### Cell density map

(4 px per um) The die is cut into 9 by 6 equal tiles; black is low, pale yellow is high, 0 to 100% covered.
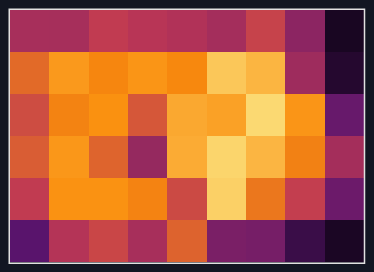
### Signal wires on met2

(4 px per um)
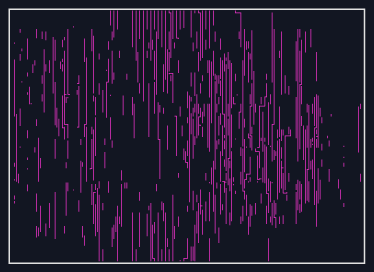
### Clock wiring as the flow saved it

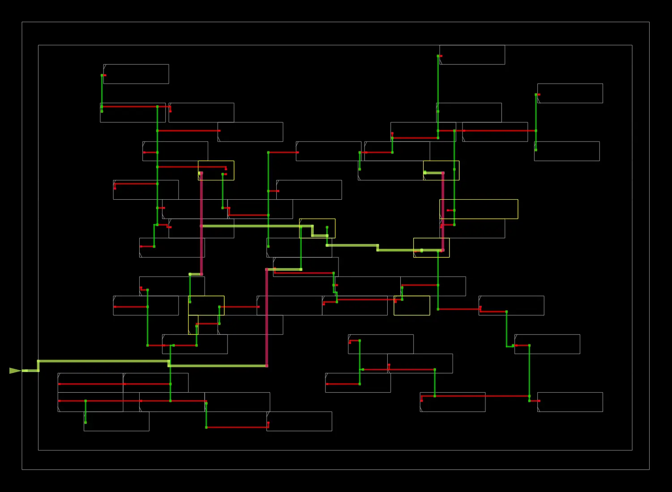
### Sequential cells colored by netlist name

(4 px per um) Other sequential cells in the stronger gray, the rest of the logic in the fainter gray.
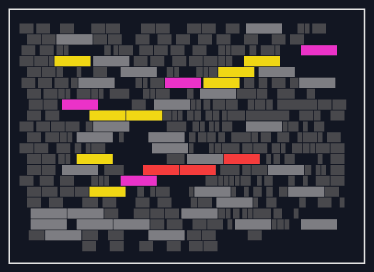
--- src/rtl/alu_share_ctl_pkg.sv ---
// Shared types for the two-requester ALU share controller.
// Holds FSM state encodings and default widths.
package alu_pkg;

    localparam int DW_DEF = 8;
    localparam int OW_DEF = 4;
    localparam int LAT_W  = 3;
    localparam int LCNT_W = 8;

    typedef enum logic [2:0] {
        ST_CLR   = 3'd0,
        ST_IDLE  = 3'd1,
        ST_ISSUE = 3'd2,
        ST_WAIT  = 3'd3,
        ST_RESP  = 3'd4
    } st_e;

endpackage

--- src/rtl/alu_share_ctl_if.sv ---
// Request, response and ALU-side signals of the share controller.
// slave = controller view, master = requesters/ALU view.
interface alu_share_ctl_if #(
    parameter int DW = 8,
    parameter int OW = 4
) ();

    logic          REQ0_VLD;
    logic          REQ0_RDY;
    logic          REQ0_LCK;
    logic [OW-1:0] REQ0_OPT;
    logic [DW-1:0] REQ0_RGA;
    logic [DW-1:0] REQ0_RGB;
    logic          REQ1_VLD;
    logic          REQ1_RDY;
    logic          REQ1_LCK;
    logic [OW-1:0] REQ1_OPT;
    logic [DW-1:0] REQ1_RGA;
    logic [DW-1:0] REQ1_RGB;
    logic          RSP0_VLD;
    logic          RSP0_RDY;
    logic          RSP1_VLD;
    logic          RSP1_RDY;
    logic [DW-1:0] RSP_RGZ;
    logic          ALU_RST;
    logic          ALU_ENA;
    logic [OW-1:0] ALU_OPT;
    logic [DW-1:0] ALU_RGA;
    logic [DW-1:0] ALU_RGB;
    logic [DW-1:0] ALU_RGZ;

    modport slave (
        input  REQ0_VLD, REQ0_LCK, REQ0_OPT,
        input  REQ0_RGA, REQ0_RGB,
        input  REQ1_VLD, REQ1_LCK, REQ1_OPT,
        input  REQ1_RGA, REQ1_RGB,
        input  RSP0_RDY, RSP1_RDY, ALU_RGZ,
        output REQ0_RDY, REQ1_RDY,
        output RSP0_VLD, RSP1_VLD, RSP_RGZ,
        output ALU_RST, ALU_ENA, ALU_OPT,
        output ALU_RGA, ALU_RGB
    );

    modport master (
        output REQ0_VLD, REQ0_LCK, REQ0_OPT,
        output REQ0_RGA, REQ0_RGB,
        output REQ1_VLD, REQ1_LCK, REQ1_OPT,
        output REQ1_RGA, REQ1_RGB,
        output RSP0_RDY, RSP1_RDY, ALU_RGZ,
        input  REQ0_RDY, REQ1_RDY,
        input  RSP0_VLD, RSP1_VLD, RSP_RGZ,
        input  ALU_RST, ALU_ENA, ALU_OPT,
        input  ALU_RGA, ALU_RGB
    );

endinterface

--- src/rtl/alu_share_ctl_arb.sv ---
// alu_rr_arb2: 2-way grant with pointer and lock mask.
// ALU_FIXED_PRIO_EN: requester 0 wins unlocked contention.
module alu_rr_arb2
    import alu_pkg::*;
(
    input  logic [1:0] vld,
    input  logic       ptr,
    input  logic       hld,
    input  logic       own,
    output logic       gnt,
    output logic       gid
);

`ifdef ALU_FIXED_PRIO_EN
    logic unused_ptr;
    assign unused_ptr = ptr;
`endif

    // a held lock masks everyone but the owner
    always_comb begin
        gnt = 1'b0;
        gid = 1'b0;
        if (hld) begin
            gid = own;
            gnt = vld[own];
        end else begin
            gnt = |vld;
`ifdef ALU_FIXED_PRIO_EN
            gid = ~vld[0];
`else
            gid = vld[ptr] ? ptr : ~ptr;
`endif
        end
    end

endmodule

--- src/rtl/alu_share_ctl.sv ---
// Shares one registered ALU between two requesters.
// Define ALU_FIXED_PRIO_EN for fixed priority to requester 0.
module alu_share_ctl
    import alu_pkg::*;
#(
    parameter int DW       = DW_DEF,
    parameter int OW       = OW_DEF,
    parameter int ALU_LAT  = 1,
    parameter int LOCK_MAX = 15
) (
    input logic CLK,
    input logic RST,
    alu_share_ctl_if.slave bus
);

    st_e st_q;
    st_e st_d;

    logic              ptr_q;
    logic              gid_q;
    logic              own_q;
    logic [LCNT_W-1:0] lcnt_q;
    logic [LAT_W-1:0]  wcnt_q;
    logic [OW-1:0]     opt_q;
    logic [DW-1:0]     rga_q;
    logic [DW-1:0]     rgb_q;
    logic [DW-1:0]     rgz_q;

    logic        hld;
    logic        gnt;
    logic        gid;
    logic        acc;
    logic        lck;
    logic        rsp_rdy;
    logic        wdone;
    logic        hs;
    logic [8:0]  lnxt;
    logic [1:0]  rdy;
    logic [1:0]  rvld;
    logic        ena;
    logic        arst;

    assign hld     = (lcnt_q != '0);
    assign acc     = (st_q == ST_IDLE) && gnt;
    assign lck     = gid ? bus.REQ1_LCK : bus.REQ0_LCK;
    assign rsp_rdy = gid_q ? bus.RSP1_RDY : bus.RSP0_RDY;
    assign wdone   = (wcnt_q == LAT_W'(ALU_LAT - 1));
    assign hs      = (st_q == ST_RESP) && rsp_rdy;
    assign lnxt    = {1'b0, lcnt_q} + 9'd1;

    alu_rr_arb2 u_arb (
        .vld ({bus.REQ1_VLD, bus.REQ0_VLD}),
        .ptr (ptr_q),
        .hld (hld),
        .own (own_q),
        .gnt (gnt),
        .gid (gid)
    );

    // state register
    always_ff @(posedge CLK or negedge RST) begin
        if (!RST) st_q <= ST_CLR;
        else      st_q <= st_d;
    end

    // sequencing and per-state strobes
    always_comb begin
        st_d = st_q;
        rdy  = 2'b00;
        rvld = 2'b00;
        ena  = 1'b0;
        arst = 1'b0;
        unique case (st_q)
            ST_CLR: begin
                arst = 1'b1;
                st_d = ST_IDLE;
            end
            ST_IDLE: begin
                if (gnt) begin
                    rdy[gid] = 1'b1;
                    st_d     = ST_ISSUE;
                end
            end
            ST_ISSUE: begin
                ena  = 1'b1;
                st_d = ST_WAIT;
            end
            ST_WAIT: begin
                if (wdone) st_d = ST_RESP;
            end
            ST_RESP: begin
                rvld[gid_q] = 1'b1;
                if (rsp_rdy) st_d = ST_IDLE;
            end
            default: st_d = ST_CLR;
        endcase
    end

    // ALU latency counter, restarted on every issue
    always_ff @(posedge CLK or negedge RST) begin
        if (!RST) begin
            wcnt_q <= '0;
        end else if (st_q == ST_ISSUE) begin
            wcnt_q <= '0;
        end else if (st_q == ST_WAIT) begin
            wcnt_q <= wcnt_q + LAT_W'(1);
        end
    end

    // operand latch at accept, result capture at end of wait
    always_ff @(posedge CLK or negedge RST) begin
        if (!RST) begin
            gid_q <= 1'b0;
            opt_q <= '0;
            rga_q <= '0;
            rgb_q <= '0;
            rgz_q <= '0;
        end else begin
            if (acc) begin
                gid_q <= gid;
                opt_q <= gid ? bus.REQ1_OPT : bus.REQ0_OPT;
                rga_q <= gid ? bus.REQ1_RGA : bus.REQ0_RGA;
                rgb_q <= gid ? bus.REQ1_RGB : bus.REQ0_RGB;
            end
            if ((st_q == ST_WAIT) && wdone) begin
                rgz_q <= bus.ALU_RGZ;
            end
        end
    end

    // lock owner/count; count hitting LOCK_MAX releases
    always_ff @(posedge CLK or negedge RST) begin
        if (!RST) begin
            own_q  <= 1'b0;
            lcnt_q <= '0;
        end else if (acc) begin
            if (lck && (lnxt < 9'(LOCK_MAX))) begin
                own_q  <= gid;
                lcnt_q <= lnxt[LCNT_W-1:0];
            end else begin
                own_q  <= 1'b0;
                lcnt_q <= '0;
            end
        end
    end

    // pointer passes to the other side once unlocked
    always_ff @(posedge CLK or negedge RST) begin
        if (!RST) begin
            ptr_q <= 1'b0;
        end else if (hs && !hld) begin
            ptr_q <= ~gid_q;
        end
    end

    assign bus.REQ0_RDY = rdy[0];
    assign bus.REQ1_RDY = rdy[1];
    assign bus.RSP0_VLD = rvld[0];
    assign bus.RSP1_VLD = rvld[1];
    assign bus.RSP_RGZ  = rgz_q;
    assign bus.ALU_RST  = arst;
    assign bus.ALU_ENA  = ena;
    assign bus.ALU_OPT  = opt_q;
    assign bus.ALU_RGA  = rga_q;
    assign bus.ALU_RGB  = rgb_q;

endmodule
--- src/flat_wrapper.sv ---
// flat-port wrapper written by rule: the top's interface ports become plain ports
module alu_share_ctl_flat import alu_pkg::*;
#(
    parameter int DW       = DW_DEF,
    parameter int OW       = OW_DEF,
    parameter int ALU_LAT  = 1,
    parameter int LOCK_MAX = 15
)
  (CLK, RST, bus_REQ0_VLD, bus_REQ0_LCK, bus_REQ0_OPT, bus_REQ0_RGA, bus_REQ0_RGB, bus_REQ1_VLD, bus_REQ1_LCK, bus_REQ1_OPT, bus_REQ1_RGA, bus_REQ1_RGB, bus_RSP0_RDY, bus_RSP1_RDY, bus_ALU_RGZ, bus_REQ0_RDY, bus_REQ1_RDY, bus_RSP0_VLD, bus_RSP1_VLD, bus_RSP_RGZ, bus_ALU_RST, bus_ALU_ENA, bus_ALU_OPT, bus_ALU_RGA, bus_ALU_RGB);
  alu_share_ctl_if #(.DW(DW), .OW(OW)) bus_i ();
  input logic CLK;
  input logic RST;
  input wire logic [$bits(bus_i.REQ0_VLD)-1:0] bus_REQ0_VLD;
  input wire logic [$bits(bus_i.REQ0_LCK)-1:0] bus_REQ0_LCK;
  input wire logic [$bits(bus_i.REQ0_OPT)-1:0] bus_REQ0_OPT;
  input wire logic [$bits(bus_i.REQ0_RGA)-1:0] bus_REQ0_RGA;
  input wire logic [$bits(bus_i.REQ0_RGB)-1:0] bus_REQ0_RGB;
  input wire logic [$bits(bus_i.REQ1_VLD)-1:0] bus_REQ1_VLD;
  input wire logic [$bits(bus_i.REQ1_LCK)-1:0] bus_REQ1_LCK;
  input wire logic [$bits(bus_i.REQ1_OPT)-1:0] bus_REQ1_OPT;
  input wire logic [$bits(bus_i.REQ1_RGA)-1:0] bus_REQ1_RGA;
  input wire logic [$bits(bus_i.REQ1_RGB)-1:0] bus_REQ1_RGB;
  input wire logic [$bits(bus_i.RSP0_RDY)-1:0] bus_RSP0_RDY;
  input wire logic [$bits(bus_i.RSP1_RDY)-1:0] bus_RSP1_RDY;
  input wire logic [$bits(bus_i.ALU_RGZ)-1:0] bus_ALU_RGZ;
  output wire logic [$bits(bus_i.REQ0_RDY)-1:0] bus_REQ0_RDY;
  output wire logic [$bits(bus_i.REQ1_RDY)-1:0] bus_REQ1_RDY;
  output wire logic [$bits(bus_i.RSP0_VLD)-1:0] bus_RSP0_VLD;
  output wire logic [$bits(bus_i.RSP1_VLD)-1:0] bus_RSP1_VLD;
  output wire logic [$bits(bus_i.RSP_RGZ)-1:0] bus_RSP_RGZ;
  output wire logic [$bits(bus_i.ALU_RST)-1:0] bus_ALU_RST;
  output wire logic [$bits(bus_i.ALU_ENA)-1:0] bus_ALU_ENA;
  output wire logic [$bits(bus_i.ALU_OPT)-1:0] bus_ALU_OPT;
  output wire logic [$bits(bus_i.ALU_RGA)-1:0] bus_ALU_RGA;
  output wire logic [$bits(bus_i.ALU_RGB)-1:0] bus_ALU_RGB;
  assign bus_i.REQ0_VLD = bus_REQ0_VLD;
  assign bus_i.REQ0_LCK = bus_REQ0_LCK;
  assign bus_i.REQ0_OPT = bus_REQ0_OPT;
  assign bus_i.REQ0_RGA = bus_REQ0_RGA;
  assign bus_i.REQ0_RGB = bus_REQ0_RGB;
  assign bus_i.REQ1_VLD = bus_REQ1_VLD;
  assign bus_i.REQ1_LCK = bus_REQ1_LCK;
  assign bus_i.REQ1_OPT = bus_REQ1_OPT;
  assign bus_i.REQ1_RGA = bus_REQ1_RGA;
  assign bus_i.REQ1_RGB = bus_REQ1_RGB;
  assign bus_i.RSP0_RDY = bus_RSP0_RDY;
  assign bus_i.RSP1_RDY = bus_RSP1_RDY;
  assign bus_i.ALU_RGZ = bus_ALU_RGZ;
  assign bus_REQ0_RDY = bus_i.REQ0_RDY;
  assign bus_REQ1_RDY = bus_i.REQ1_RDY;
  assign bus_RSP0_VLD = bus_i.RSP0_VLD;
  assign bus_RSP1_VLD = bus_i.RSP1_VLD;
  assign bus_RSP_RGZ = bus_i.RSP_RGZ;
  assign bus_ALU_RST = bus_i.ALU_RST;
  assign bus_ALU_ENA = bus_i.ALU_ENA;
  assign bus_ALU_OPT = bus_i.ALU_OPT;
  assign bus_ALU_RGA = bus_i.ALU_RGA;
  assign bus_ALU_RGB = bus_i.ALU_RGB;
  alu_share_ctl #(.DW(DW), .OW(OW), .ALU_LAT(ALU_LAT), .LOCK_MAX(LOCK_MAX)) u_core (.CLK(CLK), .RST(RST), .bus(bus_i));
endmodule
--- config.mk ---
export PLATFORM = sky130hd
export DESIGN_NAME = alu_share_ctl_flat
export DESIGN_NICKNAME = d
export VERILOG_FILES = /design/src/rtl/alu_share_ctl_pkg.sv /design/src/rtl/alu_share_ctl_if.sv /design/src/rtl/alu_share_ctl_arb.sv /design/src/rtl/alu_share_ctl.sv /design/src/flat_wrapper.sv
export SDC_FILE = /design/constraint.sdc
export NUM_CORES = 1
export LEC_CHECK = 0
export CAP_MARGIN = 10
export CORE_ASPECT_RATIO = 0.7
export CORE_MARGIN = 2
export CORE_UTILIZATION = 45
export CTS_CLUSTER_SIZE = 10
export DETAILED_ROUTE_END_ITERATION = 8
export PLACE_DENSITY = 0.83
export RECOVER_POWER = 50
export SYNTH_ARGS = -nofsm -noshare
export SYNTH_HDL_FRONTEND = slang
export SYNTH_SLANG_ARGS = --single-unit
--- constraint.sdc ---
create_clock -name CLK -period 4.9 [get_ports CLK]
set_input_delay 0.98 -clock CLK [delete_from_list [all_inputs] [get_ports CLK]]
set_output_delay 0.98 -clock CLK [all_outputs]
set_load 0.03 [all_outputs]
==> impl_metrics.yaml <==
# synthesis and place-and-route metrics
synthesis:
  synth_seq_share_pct: 50.1
  yosys_cells: 225
  synth-edff-count: 0
  flop_cell: "dfrtp_1"
  avgSynthCellArea_sq_um: 9.98
  yosysUniqueCellTypes: 36
cells_and_area:
  area_delta_synth_final_pct: 46.4
  comb_area_sq_um: 1030
  fin_area_sq_um: 3290
  dominant_cells: "registers"
  fin_nets: 370
  seqCellArea_sq_um: 1130
  utilization_pct: 68.7
  sh_comb_area_pct: 31.3
  lay_top_count: "clkdlybuf4s50_1"
  inverters: 8
  buf_share_pct: 27.4
worst_setup_path:
  rrSetupSlack_ps: 2460
  crit_start: "bus_REQ1_VLD"
  end_kind: "output pin"
  r2r-end: "u_core.lcnt_q[2]"
  crit_required_ps: 3920
  cpPeakStageDelay_ps: 690
  crit_arrival_ps: 3170
run_status:
  violations: "max-capacitance violations, max-slew violations"
  status: "complete, but fails checks"
sta:
  maxSlewViolCount: 46
  maxSlewHeadroom_pct: -56.6
  min_period_ps: 4150
  setup_viol: 0
  finalHoldViolCount: 0
  max_freq_ghz: 0.241
  period_used_pct: 84.6
  setup_tns_ps: 0
  whs_ps: 480
clocking:
  cts-root-buf: "clkbuf_8"
  postCtsResizedCells: 0
  cts_setup_buffers: 0
  hold_buffers: 0
  clock-sinks: 45
  cts_tree: "built"
  clk_pin_slew_ps: 80
drt:
  dr.pass1.iters: 4
  via_per_inst: 4.95
  drc: 0
placed_design:
  pre_cts_slack_ps: 828
  place_area_sq_um: 3180
  dp.final_hpwl_mm: 3.81
  place_congestion: 0.827
min_path:
  hold_path.class: "reg2reg"
  hp-start: "u_core.bus.ALU_RGB[5]"
  whs_path_depth: 2
flow_run:
  maxCapViolCount: 1
  warning_count: 28
die:
  core_area_sq_um: 4780
  taps: 69
  die-area_sq_um: 5580
grt:
  grt_remaining_overflow: 0
pwr:
  powerDensity_nw_per_um2: 609
  total_power_mw: 2.00
Notes on 'Cell density map' above:
tiles over 75% full: 30%
fullest tile: 92%
mean over tiles: 57%
emptiest ninth of the die: bottom right

Notes on 'Signal wires on met2' above:
wire length on this layer: 2,360 um
nets with wire on the layer: 296
longest straight run: 33.0 um

Notes on 'Clock wiring as the flow saved it' above:
Worst Clk Skew: 13.3 ps
Clock group: 286 uW
number of CTS-inserted buffers: 5

Notes on 'Sequential cells colored by netlist name' above:
| color | signal | sequential cells |
|---|---|---|
| red | `u_core.st_q` | 3 |
| yellow | `u_core.bus.ALU_RGA` | 8 |
| magenta | `u_core.bus.ALU_OPT` | 4 |

[tightest hold or removal path: stages (launching register included)]
cell and delay [ps]:
dfrtp_1 350, nand2_1 40, o21ai_0 60
[sequential cells by signal, summed over array words and instances (netlist names), 3 cells and up]
register / flops
u_core.bus.ALU_OPT: 4
u_core.bus.ALU_RGA: 8
u_core.bus.ALU_RGB: 8
u_core.bus.RSP_RGZ: 8
u_core.lcnt_q: 8
u_core.st_q: 3
u_core.wcnt_q: 3
[power breakdown]
part	internal (mW)	switching [mW]	total, mW
sequential	0.531	0.122	0.653
clock	0.166	0.120	0.286
combinational	0.466	0.595	1.06
total	1.16	0.838	2.00
[cells by family after synthesis]
group | after synthesis | share of synthesized area [%]
adder cells (fa/ha/maj) | 4 | 2.23
multiplexers | 31 | 14.3
AND-OR/OR-AND | 46 | 12.4
buffers and inverters | 21 | 3.84
AND/OR/NAND/NOR | 78 | 17.0
flip-flops | 45 | 50.1
[synth_stat cells, types with 2 or more instances]
library cell,count,share of area (%)
inv_1,8,1.3
and2_2,2,0.67
mux2i_1,22,9.8
o211ai_1,2,0.67
nand3b_1,2,0.67
ha_1,4,2.2
o21ai_0,28,6.2
nand3_1,8,1.8
dfrtp_1,45,50
and2_1,5,1.4
nand2b_1,2,0.56
buf_2,3,0.67
clkbuf_1,9,1.5
nor2b_1,2,0.56
nor2_1,11,1.8
a21oi_1,7,1.6
mux2_2,9,4.5
o22ai_1,2,0.56
nand2_1,37,6.2
[routing by layer]
layer / share of wire [%] / GRT usage [%] / vias up / routed length [um]
met5: 0 / 0 / - / 0
met4: 0.74 / 3.98 / 0 / 38
met3: 7.3 / 6.03 / 7 / 373
met2: 46 / 29.2 / 68 / 2360
met1: 46 / 27.6 / 867 / 2340
li1: - / - / 939 / -
Power and IR drop assume default switching activity.
